### The metal 1 layer, run 1

Bar = 100 microns.
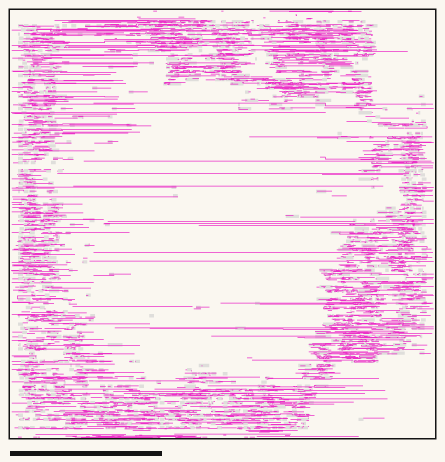
### Metal 2, run 1

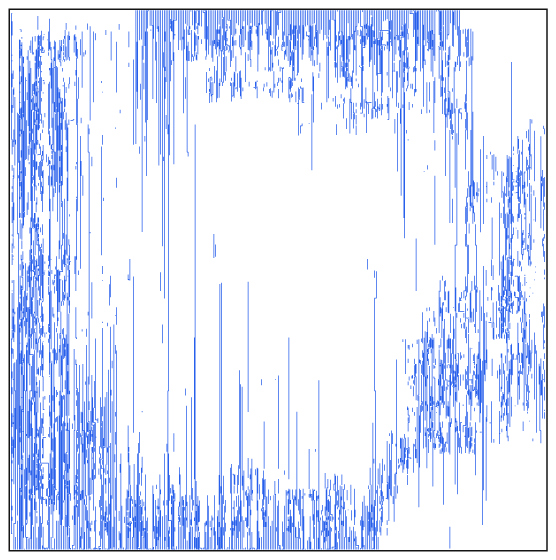
### Met3 routing, run 1

Bar = 100 microns.
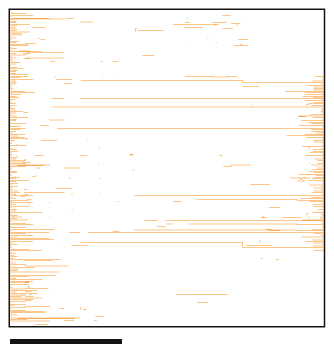
### M4 wires, run 1

Bar = 100 microns.
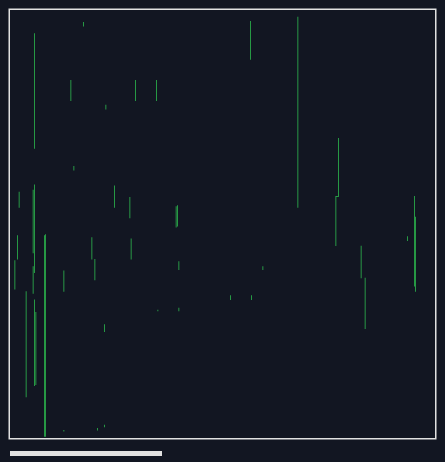
File: config.mk
export PLATFORM = sky130hd
export DESIGN_NAME = ap_fifo_stream_arbiter_flat
export DESIGN_NICKNAME = d
export VERILOG_FILES = /design/src/rtl/ap_fifo_stream_arbiter_if.sv /design/src/rtl/ap_fifo_stream_arbiter.sv /design/src/flat_wrapper.sv
export SDC_FILE = /design/constraint.sdc
export NUM_CORES = 1
export LEC_CHECK = 0
export CAP_MARGIN = 20
export CORE_AREA = 5 5 274 276
export CTS_CLUSTER_DIAMETER = 40
export CTS_CLUSTER_SIZE = 8
export DETAILED_ROUTE_END_ITERATION = 8
export DIE_AREA = 0 0 279 281
export SYNTH_ARGS = -nofsm -noshare
export SYNTH_HDL_FRONTEND = slang
export SYNTH_SLANG_ARGS = --single-unit
File: constraint.sdc
create_clock -name ip_clk -period 2.3 [get_ports ip_clk]
set_input_delay 0.345 -clock ip_clk [delete_from_list [all_inputs] [get_ports ip_clk]]
set_output_delay 0.345 -clock ip_clk [all_outputs]
set_load 0.005 [all_outputs]
File: src/rtl/ap_fifo_stream_arbiter_if.sv
// Stream bundle between the HLS kernel sources, the arbiter and fifo_from_function.
// The master modport is the arbiter's view; slave is the kernels/shell side.
interface ap_fifo_stream_arbiter_if #(
    parameter int unsigned NSRC = 4,
    parameter int unsigned DW   = 128
);
    logic [NSRC-1:0]    src_req;
    logic [NSRC*DW-1:0] src_din;
    logic [NSRC-1:0]    src_write;
    logic [NSRC-1:0]    src_full;
    logic [DW-1:0]      out_r_din;
    logic               out_r_write;
    logic               out_r_full;

    modport master (
        input  src_req, src_din, src_write, out_r_full,
        output src_full, out_r_din, out_r_write
    );

    modport slave (
        output src_req, src_din, src_write, out_r_full,
        input  src_full, out_r_din, out_r_write
    );
endinterface

File: src/rtl/ap_fifo_stream_arbiter.sv
// Round-robin packet arbiter sharing one ap_fifo write port among NSRC kernel
// streams. Each packet is prefixed by a header beat (magic 8'hA5, source id,
// packet number, length) so the host can demultiplex the merged stream.
module ap_fifo_stream_arbiter #(
    parameter int unsigned NSRC  = 4,
    parameter int unsigned ID_W  = 2,
    parameter int unsigned DW    = 128,
    parameter int unsigned LEN_W = 16
) (
    input  logic                      ip_clk,
    input  logic                      ip_rst,
    input  logic                      cfg_enable,
    input  logic [LEN_W-1:0]          cfg_pkt_len,
    ap_fifo_stream_arbiter_if.master  bus,
    output logic [ID_W-1:0]           grant_id,
    output logic                      busy,
    output logic [31:0]               pkt_count,
    output logic                      err_bad_write
);

    typedef enum logic [1:0] {
        ST_IDLE,
        ST_HDR,
        ST_DATA
    } state_t;

    state_t             state_q, state_d;
    logic [ID_W-1:0]    grant_q, grant_d;
    logic [ID_W-1:0]    rr_q, rr_d;
    logic [LEN_W-1:0]   len_q, len_d;
    logic [LEN_W-1:0]   beat_q, beat_d;
    logic [31:0]        pkt_q, pkt_d;
    logic               err_q, err_d;

    logic               found;
    logic [ID_W-1:0]    winner;
    logic [ID_W-1:0]    cand;
    logic [NSRC-1:0]    gmask;
    logic [NSRC-1:0]    legal_wr;
    logic               accept;
    logic [DW-1:0]      src_word [NSRC];
    logic [DW-1:0]      out_din_c;
    logic               out_wr_c;
    logic [NSRC-1:0]    src_full_c;

    // Split the flat source data bus into one word per source.
    always_comb begin
        for (int unsigned i = 0; i < NSRC; i++) begin
            src_word[i] = bus.src_din[DW*i +: DW];
        end
    end

    // Round-robin search: first requester after the last winner, wrapping.
    always_comb begin
        found  = 1'b0;
        winner = '0;
        cand   = '0;
        for (int unsigned off = 1; off <= NSRC; off++) begin
            cand = ID_W'((32'(rr_q) + off) % NSRC);
            if (!found && bus.src_req[cand]) begin
                found  = 1'b1;
                winner = cand;
            end
        end
    end

    // One-hot mask of the granted source; only it may write, and only in DATA.
    always_comb begin
        gmask           = '0;
        gmask[grant_q]  = 1'b1;
        legal_wr        = (state_q == ST_DATA) ? gmask : '0;
    end

    // Next-state, counters and the combinational output mux.
    always_comb begin
        state_d    = state_q;
        grant_d    = grant_q;
        rr_d       = rr_q;
        len_d      = len_q;
        beat_d     = beat_q;
        pkt_d      = pkt_q;
        err_d      = err_q | (|(bus.src_write & ~legal_wr));
        out_din_c  = '0;
        out_wr_c   = 1'b0;
        src_full_c = '1;
        accept     = 1'b0;

        case (state_q)
            ST_IDLE: begin
                if (cfg_enable && found) begin
                    grant_d = winner;
                    rr_d    = winner;
                    len_d   = cfg_pkt_len;
                    beat_d  = '0;
                    state_d = ST_HDR;
                end
            end
            ST_HDR: begin
                out_din_c = {8'hA5, 8'(grant_q), 16'h0, pkt_q, 32'h0, 16'h0, 16'(len_q)};
                out_wr_c  = !bus.out_r_full;
                if (!bus.out_r_full) begin
                    pkt_d   = pkt_q + 32'd1;
                    state_d = (len_q == '0) ? ST_IDLE : ST_DATA;
                end
            end
            ST_DATA: begin
                out_din_c           = src_word[grant_q];
                src_full_c[grant_q] = bus.out_r_full;
                accept              = bus.src_write[grant_q] & !bus.out_r_full;
                out_wr_c            = accept;
                if (accept) begin
                    beat_d = beat_q + LEN_W'(1);
                    if (beat_q + LEN_W'(1) == len_q) begin
                        state_d = ST_IDLE;
                    end
                end
            end
            default: begin
                state_d = ST_IDLE;
            end
        endcase
    end

    // State, grant and counter registers.
    always_ff @(posedge ip_clk or posedge ip_rst) begin
        if (ip_rst) begin
            state_q <= ST_IDLE;
            grant_q <= '0;
            rr_q    <= ID_W'(NSRC - 1);
            len_q   <= '0;
            beat_q  <= '0;
            pkt_q   <= '0;
            err_q   <= 1'b0;
        end else begin
            state_q <= state_d;
            grant_q <= grant_d;
            rr_q    <= rr_d;
            len_q   <= len_d;
            beat_q  <= beat_d;
            pkt_q   <= pkt_d;
            err_q   <= err_d;
        end
    end

    assign bus.out_r_din   = out_din_c;
    assign bus.out_r_write = out_wr_c;
    assign bus.src_full    = src_full_c;
    assign grant_id        = grant_q;
    assign busy            = (state_q != ST_IDLE);
    assign pkt_count       = pkt_q;
    assign err_bad_write   = err_q;

endmodule

File: src/flat_wrapper.sv
// flat-port wrapper written by rule: the top's interface ports become plain ports
module ap_fifo_stream_arbiter_flat 
#(
    parameter int unsigned NSRC  = 4,
    parameter int unsigned ID_W  = 2,
    parameter int unsigned DW    = 128,
    parameter int unsigned LEN_W = 16
)
  (ip_clk, ip_rst, cfg_enable, cfg_pkt_len, grant_id, busy, pkt_count, err_bad_write, bus_src_req, bus_src_din, bus_src_write, bus_out_r_full, bus_src_full, bus_out_r_din, bus_out_r_write);
  ap_fifo_stream_arbiter_if #(.NSRC(NSRC), .DW(DW)) bus_i ();
  input  logic ip_clk;
  input  logic ip_rst;
  input  logic cfg_enable;
  input  logic [LEN_W-1:0] cfg_pkt_len;
  output logic [ID_W-1:0] grant_id;
  output logic busy;
  output logic [31:0] pkt_count;
  output logic err_bad_write;
  input wire logic [$bits(bus_i.src_req)-1:0] bus_src_req;
  input wire logic [$bits(bus_i.src_din)-1:0] bus_src_din;
  input wire logic [$bits(bus_i.src_write)-1:0] bus_src_write;
  input wire logic [$bits(bus_i.out_r_full)-1:0] bus_out_r_full;
  output wire logic [$bits(bus_i.src_full)-1:0] bus_src_full;
  output wire logic [$bits(bus_i.out_r_din)-1:0] bus_out_r_din;
  output wire logic [$bits(bus_i.out_r_write)-1:0] bus_out_r_write;
  assign bus_i.src_req = bus_src_req;
  assign bus_i.src_din = bus_src_din;
  assign bus_i.src_write = bus_src_write;
  assign bus_i.out_r_full = bus_out_r_full;
  assign bus_src_full = bus_i.src_full;
  assign bus_out_r_din = bus_i.out_r_din;
  assign bus_out_r_write = bus_i.out_r_write;
  ap_fifo_stream_arbiter #(.NSRC(NSRC), .ID_W(ID_W), .DW(DW), .LEN_W(LEN_W)) u_core (.ip_clk(ip_clk), .ip_rst(ip_rst), .cfg_enable(cfg_enable), .cfg_pkt_len(cfg_pkt_len), .bus(bus_i), .grant_id(grant_id), .busy(busy), .pkt_count(pkt_count), .err_bad_write(err_bad_write));
endmodule
==> metrics.log, run 1 <==
[report] implementation figures
[metrics] first-pass GRT wire length: 86900 microns
[metrics] I/O pin total: 709
[metrics] Synth area leaders: sky130_fd_sc_hd__mux4_2 (37%), sky130_fd_sc_hd__dfrtp_1 (22%), sky130_fd_sc_hd__and2_1 (6.1%), sky130_fd_sc_hd__a22o_1 (5.6%), sky130_fd_sc_hd__xnor2_1 (4.6%)
[metrics] layout inverter count without the clock tree: 13
[metrics] area of combinational cells with multiple inputs: 5980 sq um
[metrics] Post-synth seq share: 22.6%
[metrics] Post-synth EDFFs: 0
[metrics] grt met1 use: 18.1%
[metrics] Yosys warning count: 0
[metrics] switching power total: 5.58 mW
[metrics] Hold Slack: 0.281 ns
[metrics] Power Total: 15.4 mW
[metrics] # port buffers: 708
[metrics] type of the setup path with the least slack: reg -> out
[metrics] warning total across the stage logs: 30
[metrics] router iterations before antenna repair: 4
[metrics] total placed cells including tap cells: 2394
[metrics] Yosys reg bits: 71
[metrics] Synth Cell Area: 7860 sq um
[metrics] violated checks: negative setup slack
[metrics] mux cell area share after synthesis: 39.9%
[metrics] pin slew with the least headroom to its limit: 0.518 ns
[metrics] slowest CP cell: sky130_fd_sc_hd__dfrtp_4
[metrics] Final ANT Viol Nets: 0
[metrics] Final TNS setup: -15.84 ns
[metrics] Plain + repair buffers: 896
[metrics] slack of the worst reg-to-reg path: 0.11 ns
[metrics] sum of net half-perimeters after detailed placement: 54400 microns
[metrics] share of layout cells above drive strength 1: 37.7%
[metrics] filler-free cell count of the finished design: 2493
[metrics] final hold viol count: 0
[metrics] Core Box Area: 72300 sq um
[metrics] Post-Synth AOI/OAI Area: 10.7%
[metrics] post-route clock period utilization: 111%
[metrics] Pwr top: combinational cells
[metrics] power in sequential cells: 1.98 mW
[metrics] synth unique cells: 55
[metrics] number of pins exceeding their max-slew limit in the final report: 0
[metrics] kind of capture point of the worst setup path: primary output
[metrics] total inserted antenna cells: 8
[metrics] DR iter-0 viols: 544
[metrics] level count of the clock H-tree: 3
[metrics] Layout Cell Area excl Fill: 18300 sq um
[metrics] final setup slack of the worst path: -0.245 ns
[metrics] post-synth top area cell: sky130_fd_sc_hd__mux4_2
[metrics] Comb/total area: 32.6%
[metrics] list of most frequent post-synthesis cells: sky130_fd_sc_hd__mux4_2 (129), sky130_fd_sc_hd__and2_1 (77), sky130_fd_sc_hd__dfrtp_1 (69)
[metrics] maximum buffer depth of the clock tree: 2
[metrics] Core Density at Floorplan: 10.9%
[metrics] area grow syn2layout: 133%
[metrics] cell seen most often among critical-path stages: sky130_fd_sc_hd__buf_6
[metrics] internal power: 9.79 mW
[metrics] combinational gate count: 530
[metrics] clock tree skew after final layout: 0.00898 ns
[metrics] Via density: 4.03
[metrics] Most Used Layer, Global Route: met2
[metrics] Worst Setup SP: u_core.grant_id[0]
[metrics] total track usage: 15.6%
[metrics] routed length on met3: 6020 microns
[metrics] residual overflow from global routing: 0
[metrics] Data arrival, critical path: 2.20 ns
[metrics] Critical path buffers and inverters: 5
[metrics] critical path depth in cells: 7
[metrics] required arrival time at the worst endpoint: 1.96 ns
[metrics] final sequential cell count: 71
[metrics] top sig layer: met5
[metrics] DIE HEIGHT: 281 microns
[metrics] total clock sinks: 71
[metrics] buffer share of cell area: 49.0%
[metrics] utilization of the core after routing: 25.4%
[metrics] tap cell instance count: 959
[metrics] reg-to-reg endpoint: u_core.pkt_count[31]
[metrics] number of remaining DRC errors: 0
[metrics] Worst Path Max Fanout: 8
[metrics] most frequently placed logic cells in the final layout: sky130_fd_sc_hd__clkdlybuf4s50_1 (574), sky130_fd_sc_hd__mux4_2 (129), sky130_fd_sc_hd__buf_6 (118)
[metrics] post-synth area from yosys stat: 7860 sq um
[metrics] number of cells in the yosys synthesis report: 676
[metrics] total number of placement rows: 99
[metrics] max cap viols: 0
[metrics] leakage power of the design: 7.30 nW
[metrics] nature of the critical path startpoint: register
[metrics] fraction of area in registers: 9.74%
[metrics] number of antenna violations at the first check in global routing: 45
[metrics] biggest cell delay along the critical path: 0.53 ns
[metrics] total clock network power: 1.55 mW
[metrics] routability-driven placement congestion ratio: 0.931
[metrics] Relative slew margins: 65.0%
[metrics] number of setup violations in the final report: 124
[metrics] Clock Network Area Fraction: 1.75%
[metrics] Clock Power Share: 10.1%
[metrics] Commonest Layout Cell: sky130_fd_sc_hd__clkdlybuf4s50_1
[metrics] post-CTS setup buffers: 78
[metrics] syn avg cell area: 11.6 sq um
[metrics] Sequential Area: 1790 sq um
[metrics] post-placement worst setup slack: -0.206 ns
[metrics] most frequent cell after synthesis: sky130_fd_sc_hd__mux4_2
[metrics] series of cell instances along the critical path: buf_12, buf_16, buf_6, buf_6, mux4_2, and2_4, buf_6
[metrics] fraction of synthesis flops using an asynchronous set or reset pin: 100%
[metrics] instance area at placement: 16900 sq um
[metrics] horizontal die dimension: 279 microns
[metrics] main flop type after synthesis: sky130_fd_sc_hd__dfrtp_1
[metrics] clock root buffer: sky130_fd_sc_hd__clkbuf_16
[metrics] post-synthesis adder-cell area fraction: 0.796%
[metrics] vias in the first global route: 11000
[metrics] net total in the final layout: 2066
[metrics] result of the run: finished with violations
[metrics] CTS Buf Count: 9
[metrics] chip area: 78400 sq um
Notes on 'The metal 1 layer' above:
share of all routed wire: 38%
nets with wire on the layer: 1845
main direction: horizontal
wire length on this layer: 24.8 mm

Notes on 'Metal 2' above:
share of all routed wire: 50%
wire length on this layer: 32.2 mm
longest straight run: 220 microns
nets with wire on the layer: 1908
main direction: vertical
Global Route met2 Usage: 27.6%
via count: 10000
Final Routed Wirelength: 64500 microns

Notes on 'Met3 routing' above:
share of all routed wire: 9.3%
longest straight run: 240 microns
main direction: horizontal
nets with wire on the layer: 398
global-route met3 utilization: 5.87%

Notes on 'M4 wires' above:
longest straight run: 133 microns
nets with wire on the layer: 40
share of all routed wire: 1.9%

### Clock wiring as the flow saved it, run 1

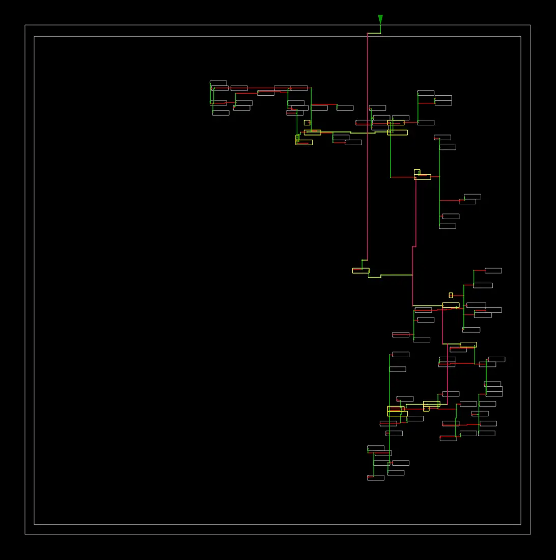

## Run 2: what changed since run 1
- RECOVER_POWER: unset -> 100
- clock period: 2.3 -> 2.53 ns (I/O delays scaled with it)
### Clock wiring as the flow saved it, run 2

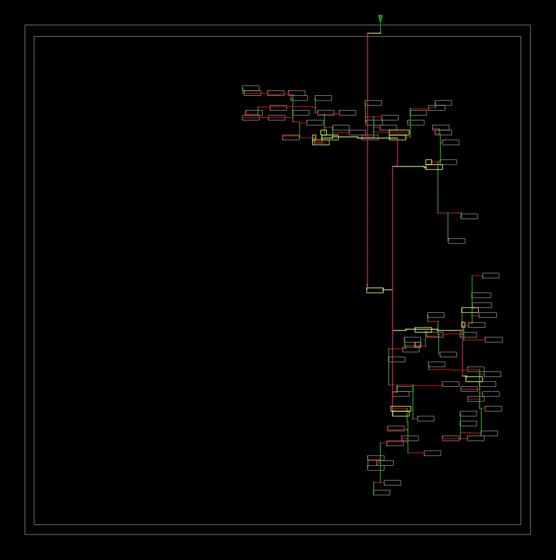
clock tree skew after final layout: 0.00444 ns
CTS Buf Count: 9
total clock sinks: 71
Clk Latency, worst-skew pair: 0.34 ns
clk_buf instances: 9

### Met3 routing, run 2

Bar = 100 microns.
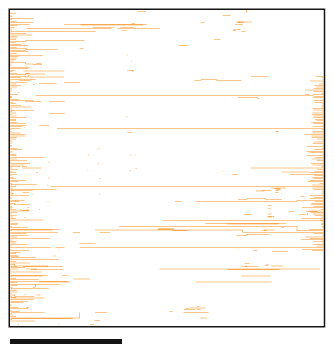
nets with wire on the layer: 418
longest straight run: 247 microns
wire length on this layer: 6400 microns
share of all routed wire: 9.7%

### Metal 2, run 2

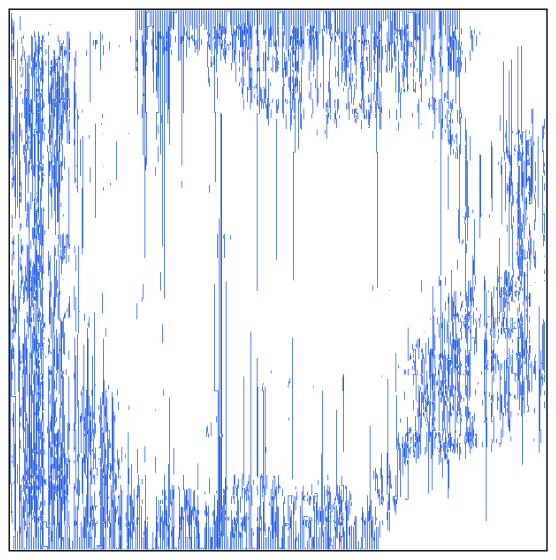
main direction: vertical
share of all routed wire: 48%
nets with wire on the layer: 1905
wire length on this layer: 32.1 mm

==> run 2 against run 1 <==
  * The run still ends with negative setup slack left
  * Worst setup slack better by 0.17 ns
  * Clock skew shrank 0.0045 ns
  * Routed wire length up 2.8%
  * Count of clock-buffer cells in the layout stayed put
  * Largest power group unchanged
  * Flip-flop count unchanged
  * Register-to-register slack worse by 0.02 ns
  * Die size is the same
  * Highest routed layer unchanged
  * Area after synthesis stayed put
  * Critical path depth did not move
  * Synthesized cell count unchanged
  * Clock power shrank 9%
  * Power fell by 8.9%
==> metrics.log, run 2 <==
[report] implementation figures
[metrics] I/O pin total: 709 (unchanged)
[metrics] number of remaining DRC errors: 0 (unchanged)
[metrics] most frequently placed logic cells in the final layout: sky130_fd_sc_hd__clkdlybuf4s50_1 (563), sky130_fd_sc_hd__mux4_2 (129), sky130_fd_sc_hd__buf_6 (86) (was sky130_fd_sc_hd__clkdlybuf4s50_1 (574), sky130_fd_sc_hd__mux4_2 (129), sky130_fd_sc_hd__buf_6 (118))
[metrics] internal power: 8.82 mW (was 9.79 mW)
[metrics] list of most frequent post-synthesis cells: sky130_fd_sc_hd__mux4_2 (129), sky130_fd_sc_hd__and2_1 (77), sky130_fd_sc_hd__dfrtp_1 (69) (unchanged)
[metrics] global-route met3 utilization: 6.04% (was 5.87%)
[metrics] buffer share of cell area: 48.7% (was 49.0%)
[metrics] nature of the critical path startpoint: register (unchanged)
[metrics] Final TNS setup: -1.07 ns (was -15.84 ns)
[metrics] level count of the clock H-tree: 3 (unchanged)
[metrics] biggest cell delay along the critical path: 0.54 ns (was 0.53 ns)
[metrics] total track usage: 15.7% (was 15.6%)
[metrics] required arrival time at the worst endpoint: 2.15 ns (was 1.96 ns)
[metrics] Synth Cell Area: 7860 sq um (unchanged)
[metrics] Critical path buffers and inverters: 5 (unchanged)
[metrics] result of the run: finished with violations (unchanged)
[metrics] final setup slack of the worst path: -0.0774 ns (was -0.245 ns)
[metrics] router iterations before antenna repair: 5 (was 4)
[metrics] net total in the final layout: 2043 (was 2066)
[metrics] fraction of area in registers: 9.86% (was 9.74%)
[metrics] main flop type after synthesis: sky130_fd_sc_hd__dfrtp_1 (unchanged)
[metrics] area of combinational cells with multiple inputs: 5890 sq um (was 5980 sq um)
[metrics] Yosys reg bits: 71 (unchanged)
[metrics] syn avg cell area: 11.6 sq um (unchanged)
[metrics] Pwr top: combinational cells (unchanged)
[metrics] top sig layer: met5 (unchanged)
[metrics] tap cell instance count: 959 (unchanged)
[metrics] number of cells in the yosys synthesis report: 676 (unchanged)
[metrics] type of the setup path with the least slack: reg -> out (unchanged)
[metrics] slack of the worst reg-to-reg path: 0.09 ns (was 0.11 ns)
[metrics] CTS tree: yes (unchanged)
[metrics] series of cell instances along the critical path: buf_12, buf_12, buf_8, buf_6, mux4_2, a22o_1, buf_2 (was buf_12, buf_16, buf_6, buf_6, mux4_2, and2_4, buf_6)
[metrics] Comb/total area: 32.5% (was 32.6%)
[metrics] synth unique cells: 55 (unchanged)
[metrics] total number of placement rows: 99 (unchanged)
[metrics] Worst Path Max Fanout: 6 (was 8)
[metrics] fraction of synthesis flops using an asynchronous set or reset pin: 100% (unchanged)
[metrics] Worst Setup SP: u_core.grant_id[0] (unchanged)
[metrics] post-route clock period utilization: 103%
[metrics] instance area at placement: 16600 sq um (was 16900 sq um)
[metrics] DR iter-0 viols: 713 (was 544)
[metrics] sum of net half-perimeters after detailed placement: 53700 microns (was 54400 microns)
[metrics] post-synth area from yosys stat: 7860 sq um (unchanged)
[metrics] max cap viols: 0 (unchanged)
[metrics] chip area: 78400 sq um (unchanged)
[metrics] # port buffers: 708 (unchanged)
[metrics] DIE HEIGHT: 281 microns (unchanged)
[metrics] Synth area leaders: sky130_fd_sc_hd__mux4_2 (37%), sky130_fd_sc_hd__dfrtp_1 (22%), sky130_fd_sc_hd__and2_1 (6.1%), sky130_fd_sc_hd__a22o_1 (5.6%), sky130_fd_sc_hd__xnor2_1 (4.6%) (unchanged)
[metrics] residual overflow from global routing: 0 (unchanged)
[metrics] total clock network power: 1.41 mW (was 1.55 mW)
[metrics] Data arrival, critical path: 2.23 ns (was 2.20 ns)
[metrics] Plain + repair buffers: 873 (was 896)
[metrics] Post-Synth AOI/OAI Area: 10.7% (unchanged)
[metrics] post-synthesis adder-cell area fraction: 0.796% (unchanged)
[metrics] combinational gate count: 530 (unchanged)
[metrics] most frequent cell after synthesis: sky130_fd_sc_hd__mux4_2 (unchanged)
[metrics] number of setup violations in the final report: 37 (was 124)
[metrics] clock root buffer: sky130_fd_sc_hd__clkbuf_16 (unchanged)
[metrics] Clock Power Share: 10.1% (about the same)
[metrics] routability-driven placement congestion ratio: 0.928 (was 0.931)
[metrics] post-synth top area cell: sky130_fd_sc_hd__mux4_2 (unchanged)
[metrics] number of antenna violations at the first check in global routing: 45 (unchanged)
[metrics] Core Density at Floorplan: 10.9% (unchanged)
[metrics] RSZ-0062 raised after global routing: yes (unchanged)
[metrics] post-CTS setup buffers: 82 (was 78)
[metrics] Post-synth seq share: 22.6% (unchanged)
[metrics] Relative slew margins: 18.1% (was 65.0%)
[metrics] Final Routed Wirelength: 66200 microns (was 64500 microns)
[metrics] Most Used Layer, Global Route: met2 (unchanged)
[metrics] grt met1 use: 18.7% (was 18.1%)
[metrics] critical path depth in cells: 7 (unchanged)
[metrics] total inserted antenna cells: 16 (was 8)
[metrics] Yosys warning count: 0 (unchanged)
[metrics] total placed cells including tap cells: 2348 (was 2394)
[metrics] warning total across the stage logs: 30 (unchanged)
[metrics] layout inverter count without the clock tree: 13 (unchanged)
[metrics] Via density: 4.11 (was 4.03)
[metrics] Commonest Layout Cell: sky130_fd_sc_hd__clkdlybuf4s50_1 (unchanged)
[metrics] Hold Slack: 0.479 ns (was 0.281 ns)
[metrics] horizontal die dimension: 279 microns (unchanged)
[metrics] kind of capture point of the worst setup path: primary output (unchanged)
[metrics] Layout Cell Area excl Fill: 18100 sq um (was 18300 sq um)
[metrics] reg-to-reg endpoint: u_core.pkt_count[29] (was u_core.pkt_count[31])
[metrics] number of pins exceeding their max-slew limit in the final report: 0 (unchanged)
[metrics] Sequential Area: 1790 sq um (unchanged)
[metrics] maximum buffer depth of the clock tree: 2 (unchanged)
[metrics] filler-free cell count of the finished design: 2478 (was 2493)
[metrics] slowest CP cell: sky130_fd_sc_hd__dfrtp_4 (unchanged)
[metrics] Global Route met2 Usage: 26.9% (was 27.6%)
[metrics] Post-synth EDFFs: 0 (unchanged)
[metrics] switching power total: 5.18 mW (was 5.58 mW)
[metrics] power in sequential cells: 1.84 mW (was 1.98 mW)
[metrics] share of layout cells above drive strength 1: 34.9% (was 37.7%)
[metrics] violated checks: negative setup slack (unchanged)
[metrics] area grow syn2layout: 131% (was 133%)
[metrics] routed length on met3: 6400 microns (was 6020 microns)
[metrics] Clock Network Area Fraction: 1.77% (was 1.75%)
[metrics] Core Box Area: 72300 sq um (unchanged)
[metrics] final sequential cell count: 71 (unchanged)
[metrics] post-placement worst setup slack: -0.0470 ns (was -0.206 ns)
[metrics] Final ANT Viol Nets: 0 (unchanged)
### M4 wires, run 2

Bar = 100 microns.
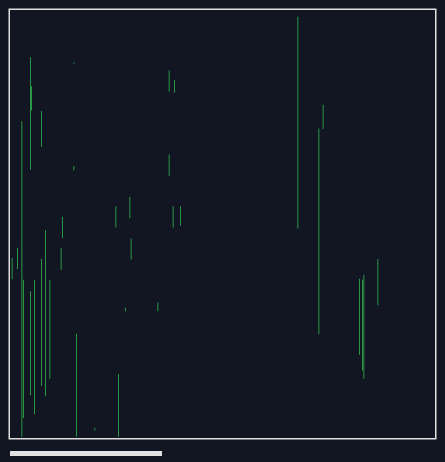

## Run 3: what changed since run 2
- GPL_TIMING_DRIVEN: unset -> 0
- HOLD_SLACK_MARGIN: unset -> 0.05
### M4 wires, run 3

Bar = 100 microns.
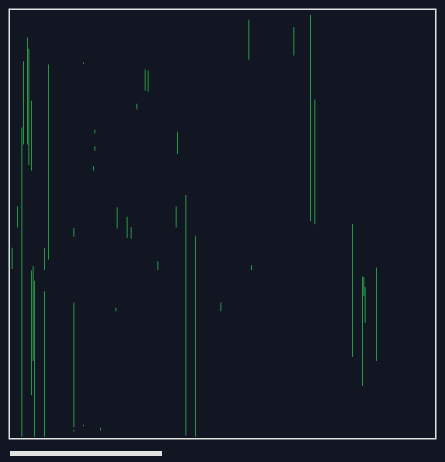
wire length on this layer: 1970 microns
longest straight run: 203 microns
Final Routed Wirelength: 69000 microns
via count: 10100

### Clock wiring as the flow saved it, run 3

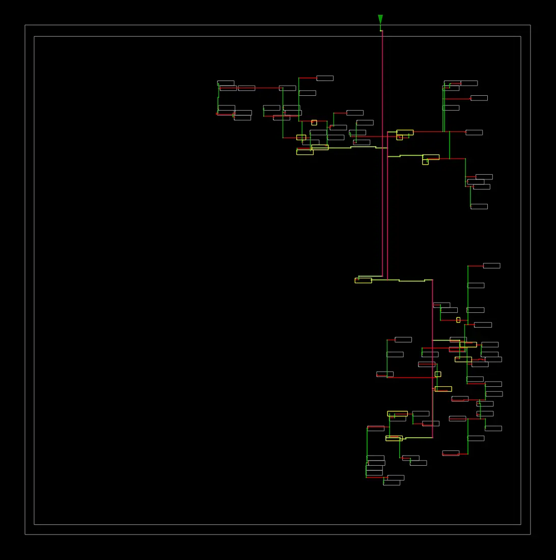
final sequential cell count: 71
clk_buf instances: 10
total clock network power: 1.37 mW
Clk Latency, worst-skew pair: 0.36 ns

==> run 3 against run 2 <==
  * Worst setup slack gained 0.024 ns
  * Cell count shrank 0.48%
  * First-iteration DRC count shrank 18%
  * Sequential power shrank 3%
  * The run still ends with negative setup slack left
  * Count of clock-buffer cells in the layout grew 1
  * Critical path type unchanged
  * Flip-flop count is the same
  * Largest power group unchanged
==> metrics.log, run 3 <==
[report] implementation figures
[metrics] fraction of synthesis flops using an asynchronous set or reset pin: 100% (unchanged)
[metrics] Post-synth EDFFs: 0 (unchanged)
[metrics] Worst Setup SP: u_core.grant_id[0] (unchanged)
[metrics] syn avg cell area: 11.6 sq um (unchanged)
[metrics] Power Total: 14.1 mW (was 14.0 mW)
[metrics] DR iter-0 viols: 585 (was 713)
[metrics] Plain + repair buffers: 862 (was 873)
[metrics] nature of the critical path startpoint: register (unchanged)
[metrics] list of most frequent post-synthesis cells: sky130_fd_sc_hd__mux4_2 (129), sky130_fd_sc_hd__and2_1 (77), sky130_fd_sc_hd__dfrtp_1 (69) (unchanged)
[metrics] most frequently placed logic cells in the final layout: sky130_fd_sc_hd__clkdlybuf4s50_1 (541), sky130_fd_sc_hd__mux4_2 (129), sky130_fd_sc_hd__buf_6 (75) (was sky130_fd_sc_hd__clkdlybuf4s50_1 (563), sky130_fd_sc_hd__mux4_2 (129), sky130_fd_sc_hd__buf_6 (86))
[metrics] post-synthesis adder-cell area fraction: 0.796% (unchanged)
[metrics] total number of placement rows: 99 (unchanged)
[metrics] type of the setup path with the least slack: reg -> out (unchanged)
[metrics] critical path depth in cells: 7 (unchanged)
[metrics] CTS Buf Count: 9 (unchanged)
[metrics] routability-driven placement congestion ratio: 0.952 (was 0.928)
[metrics] filler-free cell count of the finished design: 2466 (was 2478)
[metrics] Final ANT Viol Nets: 0 (unchanged)
[metrics] sum of net half-perimeters after detailed placement: 57800 microns (was 53700 microns)
[metrics] post-route clock period utilization: 102% (was 103%)
[metrics] Pwr top: combinational cells (unchanged)
[metrics] Core Density at Floorplan: 10.9% (unchanged)
[metrics] post-placement worst setup slack: -1.22 ns (was -0.0470 ns)
[metrics] residual overflow from global routing: 0 (unchanged)
[metrics] Core Box Area: 72300 sq um (unchanged)
[metrics] vias in the first global route: 11000 (was 10900)
[metrics] clock tree skew after final layout: 0.0112 ns (was 0.00444 ns)
[metrics] result of the run: finished with violations (unchanged)
[metrics] Data arrival, critical path: 2.20 ns (was 2.23 ns)
[metrics] fraction of area in registers: 9.83% (was 9.86%)
[metrics] top sig layer: met5 (unchanged)
[metrics] leakage power of the design: 7.23 nW (was 7.21 nW)
[metrics] kind of capture point of the worst setup path: primary output (unchanged)
[metrics] slowest CP cell: sky130_fd_sc_hd__mux4_2 (was sky130_fd_sc_hd__dfrtp_4)
[metrics] Post-synth seq share: 22.6% (unchanged)
[metrics] level count of the clock H-tree: 3 (unchanged)
[metrics] clock root buffer: sky130_fd_sc_hd__clkbuf_16 (unchanged)
[metrics] post-synth area from yosys stat: 7860 sq um (unchanged)
[metrics] synth unique cells: 55 (unchanged)
[metrics] number of cells in the yosys synthesis report: 676 (unchanged)
[metrics] Yosys warning count: 0 (unchanged)
[metrics] reg-to-reg endpoint: u_core.beat_q[3] (was u_core.pkt_count[29])
[metrics] area grow syn2layout: 131% (about the same)
[metrics] area of combinational cells with multiple inputs: 5990 sq um (was 5890 sq um)
[metrics] number of remaining DRC errors: 0 (unchanged)
[metrics] synthesized netlist net count: 1221 (unchanged)
[metrics] I/O pin total: 709 (unchanged)
[metrics] Clock Network Area Fraction: 1.70% (was 1.77%)
[metrics] violated checks: negative setup slack (unchanged)
[metrics] global-route met3 utilization: 7.39% (was 6.04%)
[metrics] warning total across the stage logs: 30 (unchanged)
[metrics] main flop type after synthesis: sky130_fd_sc_hd__dfrtp_1 (unchanged)
[metrics] RSZ-0062 raised after global routing: yes (unchanged)
[metrics] filler instances: 7694 (was 7715)
[metrics] required arrival time at the worst endpoint: 2.15 ns (about the same)
[metrics] combinational gate count: 530 (unchanged)
[metrics] first-pass GRT wire length: 91500 microns (was 87400 microns)
[metrics] number of setup violations in the final report: 22 (was 37)
[metrics] Global Route met2 Usage: 28.1% (was 26.9%)
[metrics] Yosys reg bits: 71 (unchanged)
[metrics] mux cell area share after synthesis: 39.9% (unchanged)
[metrics] internal power: 8.69 mW (was 8.82 mW)
[metrics] biggest cell delay along the critical path: 0.52 ns (was 0.54 ns)
[metrics] max cap viols: 0 (unchanged)
[metrics] power in sequential cells: 1.79 mW (was 1.84 mW)
[metrics] router iterations before antenna repair: 5 (unchanged)
[metrics] Synth Cell Area: 7860 sq um (unchanged)
[metrics] switching power total: 5.45 mW (was 5.18 mW)
[metrics] Sequential Area: 1780 sq um (was 1790 sq um)
[metrics] total inserted antenna cells: 15 (was 16)
[metrics] most frequent cell after synthesis: sky130_fd_sc_hd__mux4_2 (unchanged)
[metrics] net total in the final layout: 2032 (was 2043)
[metrics] Relative slew margins: 38.5% (was 18.1%)
[metrics] DIE HEIGHT: 281 microns (unchanged)
[metrics] total clock sinks: 71 (unchanged)
[metrics] Most Used Layer, Global Route: met2 (unchanged)
[metrics] final setup slack of the worst path: -0.0531 ns (was -0.0774 ns)
[metrics] horizontal die dimension: 279 microns (unchanged)
[metrics] post-CTS setup buffers: 77 (was 82)
[metrics] Synth area leaders: sky130_fd_sc_hd__mux4_2 (37%), sky130_fd_sc_hd__dfrtp_1 (22%), sky130_fd_sc_hd__and2_1 (6.1%), sky130_fd_sc_hd__a22o_1 (5.6%), sky130_fd_sc_hd__xnor2_1 (4.6%) (unchanged)
[metrics] maximum buffer depth of the clock tree: 2 (unchanged)
[metrics] tap cell instance count: 959 (unchanged)
[metrics] number of pins exceeding their max-slew limit in the final report: 0 (unchanged)
[metrics] utilization of the core after routing: 25.0% (was 25.1%)
[metrics] CTS tree: yes (unchanged)
[metrics] grt met1 use: 19.4% (was 18.7%)
[metrics] Final TNS setup: -0.442 ns (was -1.07 ns)
[metrics] total track usage: 16.7% (was 15.7%)
[metrics] # port buffers: 708 (unchanged)
[metrics] slack of the worst reg-to-reg path: 0.06 ns (was 0.09 ns)
[metrics] Commonest Layout Cell: sky130_fd_sc_hd__clkdlybuf4s50_1 (unchanged)
[metrics] Comb/total area: 33.1% (was 32.5%)
[metrics] share of layout cells above drive strength 1: 35.5% (was 34.9%)
[metrics] Critical path buffers and inverters: 5 (unchanged)
[metrics] instance area at placement: 16200 sq um (was 16600 sq um)
[metrics] routed length on met3: 7250 microns (was 6400 microns)
[metrics] buffer share of cell area: 48.3% (was 48.7%)
[metrics] Hold Slack: 0.482 ns (was 0.479 ns)
[metrics] final hold viol count: 0 (unchanged)
[metrics] Layout Cell Area excl Fill: 18100 sq um (about the same)
### Met3 routing, run 3

Bar = 100 microns.
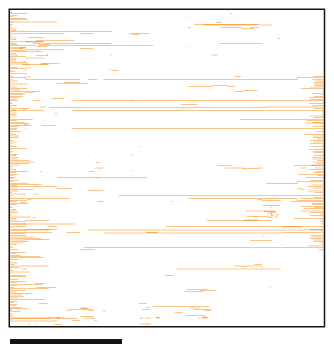
wire length on this layer: 7250 microns
nets with wire on the layer: 418
main direction: horizontal

Power is estimated from default activity; no workload was simulated.
